## config.mk

```make
export PLATFORM = sky130hd
export DESIGN_NAME = lcp_dma_engine
export DESIGN_NICKNAME = d
export VERILOG_FILES = /design/src/rtl/lcp_dma_engine.sv
export SDC_FILE = /design/constraint.sdc
export NUM_CORES = 2
export LEC_CHECK = 0
export CAP_MARGIN = 30
export CORE_AREA = 5 5 480 482
export CTS_BUF_LIST = sky130_fd_sc_hd__clkbuf_2
export DETAILED_ROUTE_END_ITERATION = 12
export DIE_AREA = 0 0 485 487
export GPL_ROUTABILITY_DRIVEN = 0
export PLACE_DENSITY = 0.3
export RECOVER_POWER = 100
export SLEW_MARGIN = 20
export SYNTH_ARGS = -nofsm -noshare
export SYNTH_HDL_FRONTEND = slang
export SYNTH_SLANG_ARGS = --single-unit
```

## constraint.sdc

```tcl
create_clock -name clk -period 8.47 [get_ports clk]
set_input_delay 1.694 -clock clk [delete_from_list [all_inputs] [get_ports clk]]
set_output_delay 1.694 -clock clk [all_outputs]
set_load 0.02 [all_outputs]
```

## src/rtl/lcp_dma_engine.sv

```systemverilog
// Tile-local 2-D DMA engine: moves rows x cols words between external memory and
// local SRAM, one command and at most one memory beat in flight at a time.
module lcp_dma_engine #(
    parameter int DATA_W = 256,
    parameter int EXT_AW = 40,
    parameter int LOC_AW = 20
) (
    input  logic              clk,
    input  logic              rst_n,
    input  logic [127:0]      cmd,
    input  logic              cmd_valid,
    output logic              cmd_ready,
    output logic              done,
    output logic              error,
    output logic              busy,
    output logic [EXT_AW-1:0] ext_addr_o,
    output logic              ext_re,
    output logic              ext_we,
    output logic [DATA_W-1:0] ext_wdata,
    input  logic              ext_ready,
    input  logic              ext_rvalid,
    input  logic [DATA_W-1:0] ext_rdata,
    output logic [LOC_AW-1:0] sram_addr,
    output logic              sram_we,
    output logic              sram_re,
    output logic [DATA_W-1:0] sram_wdata,
    input  logic [DATA_W-1:0] sram_rdata
);
    localparam logic [EXT_AW-1:0] BYTES = EXT_AW'(DATA_W / 8);

    typedef enum logic [3:0] {
        IDLE, DECODE, L_REQ, L_WAIT, L_WR, S_RD, S_CAP, S_REQ, DONE
    } state_t;

    state_t             state_q, state_d;
    logic [7:0]         op_q, op_d, sub_q, sub_d;
    logic [11:0]        rows_q, rows_d, cols_q, cols_d, row_q, row_d, col_q, col_d;
    logic [19:0]        stride_q, stride_d;
    logic [EXT_AW-1:0]  ea_q, ea_d, base_q, base_d;
    logic [LOC_AW-1:0]  la_q, la_d;
    logic [DATA_W-1:0]  data_q, data_d;
    logic               err_q, err_d;
    logic               advance;
    logic               unused_rsvd;

    assign unused_rsvd = ^cmd[7:0];

    always_ff @(posedge clk or negedge rst_n) begin
        if (!rst_n) begin
            state_q  <= IDLE;
            op_q     <= '0;
            sub_q    <= '0;
            rows_q   <= '0;
            cols_q   <= '0;
            row_q    <= '0;
            col_q    <= '0;
            stride_q <= '0;
            ea_q     <= '0;
            base_q   <= '0;
            la_q     <= '0;
            data_q   <= '0;
            err_q    <= 1'b0;
        end else begin
            state_q  <= state_d;
            op_q     <= op_d;
            sub_q    <= sub_d;
            rows_q   <= rows_d;
            cols_q   <= cols_d;
            row_q    <= row_d;
            col_q    <= col_d;
            stride_q <= stride_d;
            ea_q     <= ea_d;
            base_q   <= base_d;
            la_q     <= la_d;
            data_q   <= data_d;
            err_q    <= err_d;
        end
    end

    always_comb begin
        state_d    = state_q;
        op_d       = op_q;
        sub_d      = sub_q;
        rows_d     = rows_q;
        cols_d     = cols_q;
        row_d      = row_q;
        col_d      = col_q;
        stride_d   = stride_q;
        ea_d       = ea_q;
        base_d     = base_q;
        la_d       = la_q;
        data_d     = data_q;
        err_d      = err_q;
        advance    = 1'b0;
        cmd_ready  = 1'b0;
        done       = 1'b0;
        error      = 1'b0;
        ext_addr_o = '0;
        ext_re     = 1'b0;
        ext_we     = 1'b0;
        ext_wdata  = '0;
        sram_addr  = '0;
        sram_we    = 1'b0;
        sram_re    = 1'b0;
        sram_wdata = '0;

        case (state_q)
            IDLE: begin
                cmd_ready = 1'b1;
                if (cmd_valid) begin
                    op_d     = cmd[127:120];
                    sub_d    = cmd[119:112];
                    ea_d     = EXT_AW'(cmd[111:72]);
                    base_d   = EXT_AW'(cmd[111:72]);
                    la_d     = LOC_AW'(cmd[71:52]);
                    rows_d   = cmd[51:40];
                    cols_d   = cmd[39:28];
                    stride_d = cmd[27:8];
                    row_d    = '0;
                    col_d    = '0;
                    err_d    = 1'b0;
                    state_d  = DECODE;
                end
            end
            DECODE: begin
                if (op_q != 8'h03 || (sub_q != 8'h01 && sub_q != 8'h02)) begin
                    err_d   = 1'b1;
                    state_d = DONE;
                end else if (rows_q == '0 || cols_q == '0) begin
                    state_d = DONE;
                end else begin
                    state_d = (sub_q == 8'h01) ? L_REQ : S_RD;
                end
            end
            L_REQ: begin
                ext_re     = 1'b1;
                ext_addr_o = ea_q;
                if (ext_ready) state_d = L_WAIT;
            end
            L_WAIT: begin
                if (ext_rvalid) begin
                    data_d  = ext_rdata;
                    state_d = L_WR;
                end
            end
            L_WR: begin
                sram_we    = 1'b1;
                sram_addr  = la_q;
                sram_wdata = data_q;
                advance    = 1'b1;
            end
            S_RD: begin
                sram_re   = 1'b1;
                sram_addr = la_q;
                state_d   = S_CAP;
            end
            S_CAP: begin
                // SRAM read data is valid in the cycle after sram_re
                data_d  = sram_rdata;
                state_d = S_REQ;
            end
            S_REQ: begin
                ext_we     = 1'b1;
                ext_addr_o = ea_q;
                ext_wdata  = data_q;
                advance    = ext_ready;
            end
            DONE: begin
                done    = 1'b1;
                error   = err_q;
                err_d   = 1'b0;
                state_d = IDLE;
            end
            default: state_d = IDLE;
        endcase

        if (advance) begin
            la_d = la_q + 1'b1;
            if (col_q == cols_q - 12'd1) begin
                col_d  = '0;
                row_d  = row_q + 12'd1;
                ea_d   = base_q + EXT_AW'(stride_q);
                base_d = base_q + EXT_AW'(stride_q);
            end else begin
                col_d = col_q + 12'd1;
                ea_d  = ea_q + BYTES;
            end
            if (col_q == cols_q - 12'd1 && row_q == rows_q - 12'd1)
                state_d = DONE;
            else
                state_d = (sub_q == 8'h01) ? L_REQ : S_RD;
        end
    end

    assign busy = (state_q != IDLE);

endmodule
```

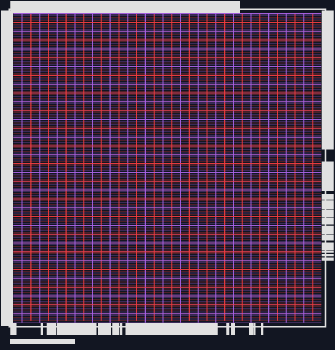
(supply network)
Bar = 100 um. Pins as bars on the die edge.
legend:
  VDD:
    colour: red
  VSS:
    colour: purple
rows: 175
met5 straps: 35
signal pins: 1225
Die W: 485 um
worst vdd ir: 207.3 uV
Vert. Die Dim: 487 um
core area: 0.2260 mm2

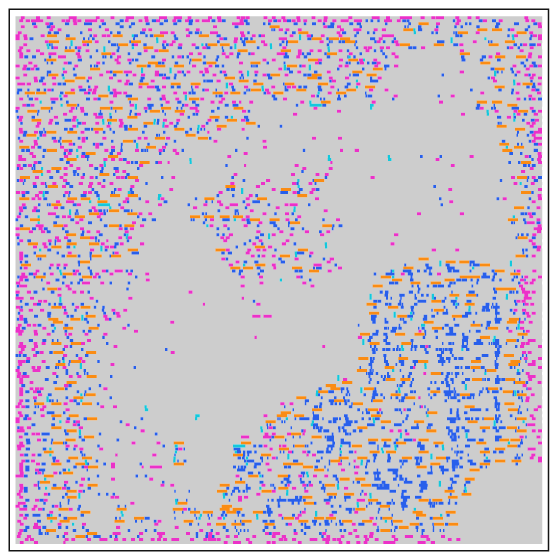
(cells coloured by class)
Fill, decap, tap and diode cells in grey.
legend:
  clock drivers and dummy loads:
    colour: cyan
    cells: 287
    share_of_their_area: 3.7%
  sequential cells:
    colour: orange
    cells: 445
    share_of_their_area: 28%
  combinational and other logic:
    colour: blue
    cells: 2473
    share_of_their_area: 37%
  remaining buffers and delay cells:
    colour: magenta
    cells: 1257
    share_of_their_area: 31%
flop share of the area: 25.31%
final design instance area without fill: 0.04400 mm2

==> cell type report <==
cell class | count | area [um2]
Tap cell | 3009 | 3765
Clock inverter | 49 | 306.5
Multi-Input combinational cell | 2443 | 14910
Timing Repair Buffer | 1257 | 12470
Antenna cell | 42 | 105.1
Fill cell | 25430 | 182000
Inverter | 30 | 112.6
Clock buffer | 238 | 1191
Sequential cell | 445 | 11140
==> flip-flops by register name, summed over array words and instances (netlist names) <==
name	flops
data_q	256
base_q	40
ea_q	40
la_q	20
stride_q	20
col_q	12
cols_q	12
row_q	12
rows_q	12
op_q	8
sub_q	8
state_q	4
err_q	1
==> timing repair <==
item / CTS / global route
endpoints found under the hold margin: 74 / 0
hold buffers: 1 / 0
buffers inserted: 0 / 0
==> Yosys cell counts (all sizes together) (30+ instances only) <==
cell type,n,area [um2]
xnor2,37,324.1
nand2,287,1077
nor3,39,211.5
a21oi,353,1767
dfrtp,445,11140
inv,30,112.6
clkbuf,168,631.9
nor2,356,1346
and2,542,3391
nor2b,45,281.5
nand4,31,206.4
and3,45,281.5
xor2,43,384.1
buf,55,281.5
mux2i,265,2653
o21ai,80,400.4
nand3,50,255.3
==> cells in the final DEF (no fill, tap or decap), types with 42 or more instances in the layout <==
master	Yosys	layout
clkdlybuf4s50_1	0	660
dlygate4sd3_1	0	556
and2_1	542	526
dfrtp_1	445	445
nor2_1	354	353
a21oi_1	353	352
nand2_1	287	287
mux2i_1	265	265
clkbuf_2	1	247
o21ai_0	72	78
nand3_1	49	49
nor2b_1	45	45
and3_1	45	45
diode_2	0	42
xor2_1	42	42
==> critical path, delay by kind of cell, from the launching register on <==
kind            cells  cell delay (ns)
buf+inv             2             3.09
simple gates        3             2.31
compound gates      3             0.82
flops               1             0.69
==> layer usage <==
metal  wire, um  vias up  global-route usage (%)  part of all wire, %
li1           -    13300                       -                    -
met2     119700     1315                   34.71                   51
met4       6091       60                   3.992                  2.6
met1      89240    14150                   21.40                   38
met3      19460      421                   7.049                  8.3
met5        376        -                       0                 0.16
==> through the flow <==
step	power (uW)	area, um2	util, %	hold WS, ns	cells
floorplan	7587	27080	-	0.4417	3141
global placement	11230	42570	18.84	0.4638	7181
detailed placement	11260	42580	18.85	0.4637	7183
CTS	13640	44090	19.51	0.1235	7471
global route	14140	43930	19.44	0.2233	7487
finish	13070	44000	19.47	0.4784	7513
==> kinds of logic (layout without fill, tap and decap cells) <==
group                      count (synthesis)  after routing
DFF                                      445            445
and+or+nand+nor                         1451           1451
buffers and inverters                    253           1574
adders and majority gates                 28             28
AOI/OAI and AO/OA                        619            619
xor gates and xnor gates                  80             80
muxes                                    265            265
other                                      0             42
==> worst paths after layout <==
kind / slack (ns) / end / start
worst max-delay path: 1.25 / base_q[27] / state_q[1]
max in group asynchronous: 2.04 / ea_q[11] / rst_n
min in group asynchronous: 2.44 / data_q[247] / rst_n
worst min-delay path: 0.48 / sub_q[2] / sub_q[2]
worst max register to register: 1.25 / base_q[27] / state_q[1]
worst min register to register: 0.48 / sub_q[2] / sub_q[2]
==> flow_summary_export.csv <==
group,metric,value,unit
pwr,combPwrFrac,48.8,%
flow_run,max-cap-violations,19,
timing,max_freq,138.5,MHz
pwr,p_seq_share,34.5,%
global_route,grt_max_degree,169,
yosys,synth-edff-count,0,
yosys,xor_share,2.615,%
placement,port_buffers,1216,
timing,fin_crit,7.220,ns
status,outcome,"complete, but fails checks",
setup_path,slowest_stage,"clkbuf_1",
yosys,synthCells,3141,
clock_network,path_clk_slew,0.11,ns
routing,detail-route-antenna-nets,0,
floorplanning,chipArea,0.2362,mm2
setup_path,end_kind,"flip-flop",
yosys,syn_area_per_cell,8.622,um2
yosys,yosys_area,0.02708,mm2
pwr,top_power_group,"combinational cells",
status,violations,"max-capacitance violations, max-slew violations",
pwr,comb_power,6380,uW
yosys,netlist_area,0.02708,mm2
timing,fin_crit_sh,85.24,%
timing,drv_slew,1011,
setup_path,crit_path_frequent_cell,"clkbuf_1",
routing,drc,0,
routing,drt-vias-per-instance,3.893,
global_route,overflow,0,
Power and IR drop assume default switching activity.
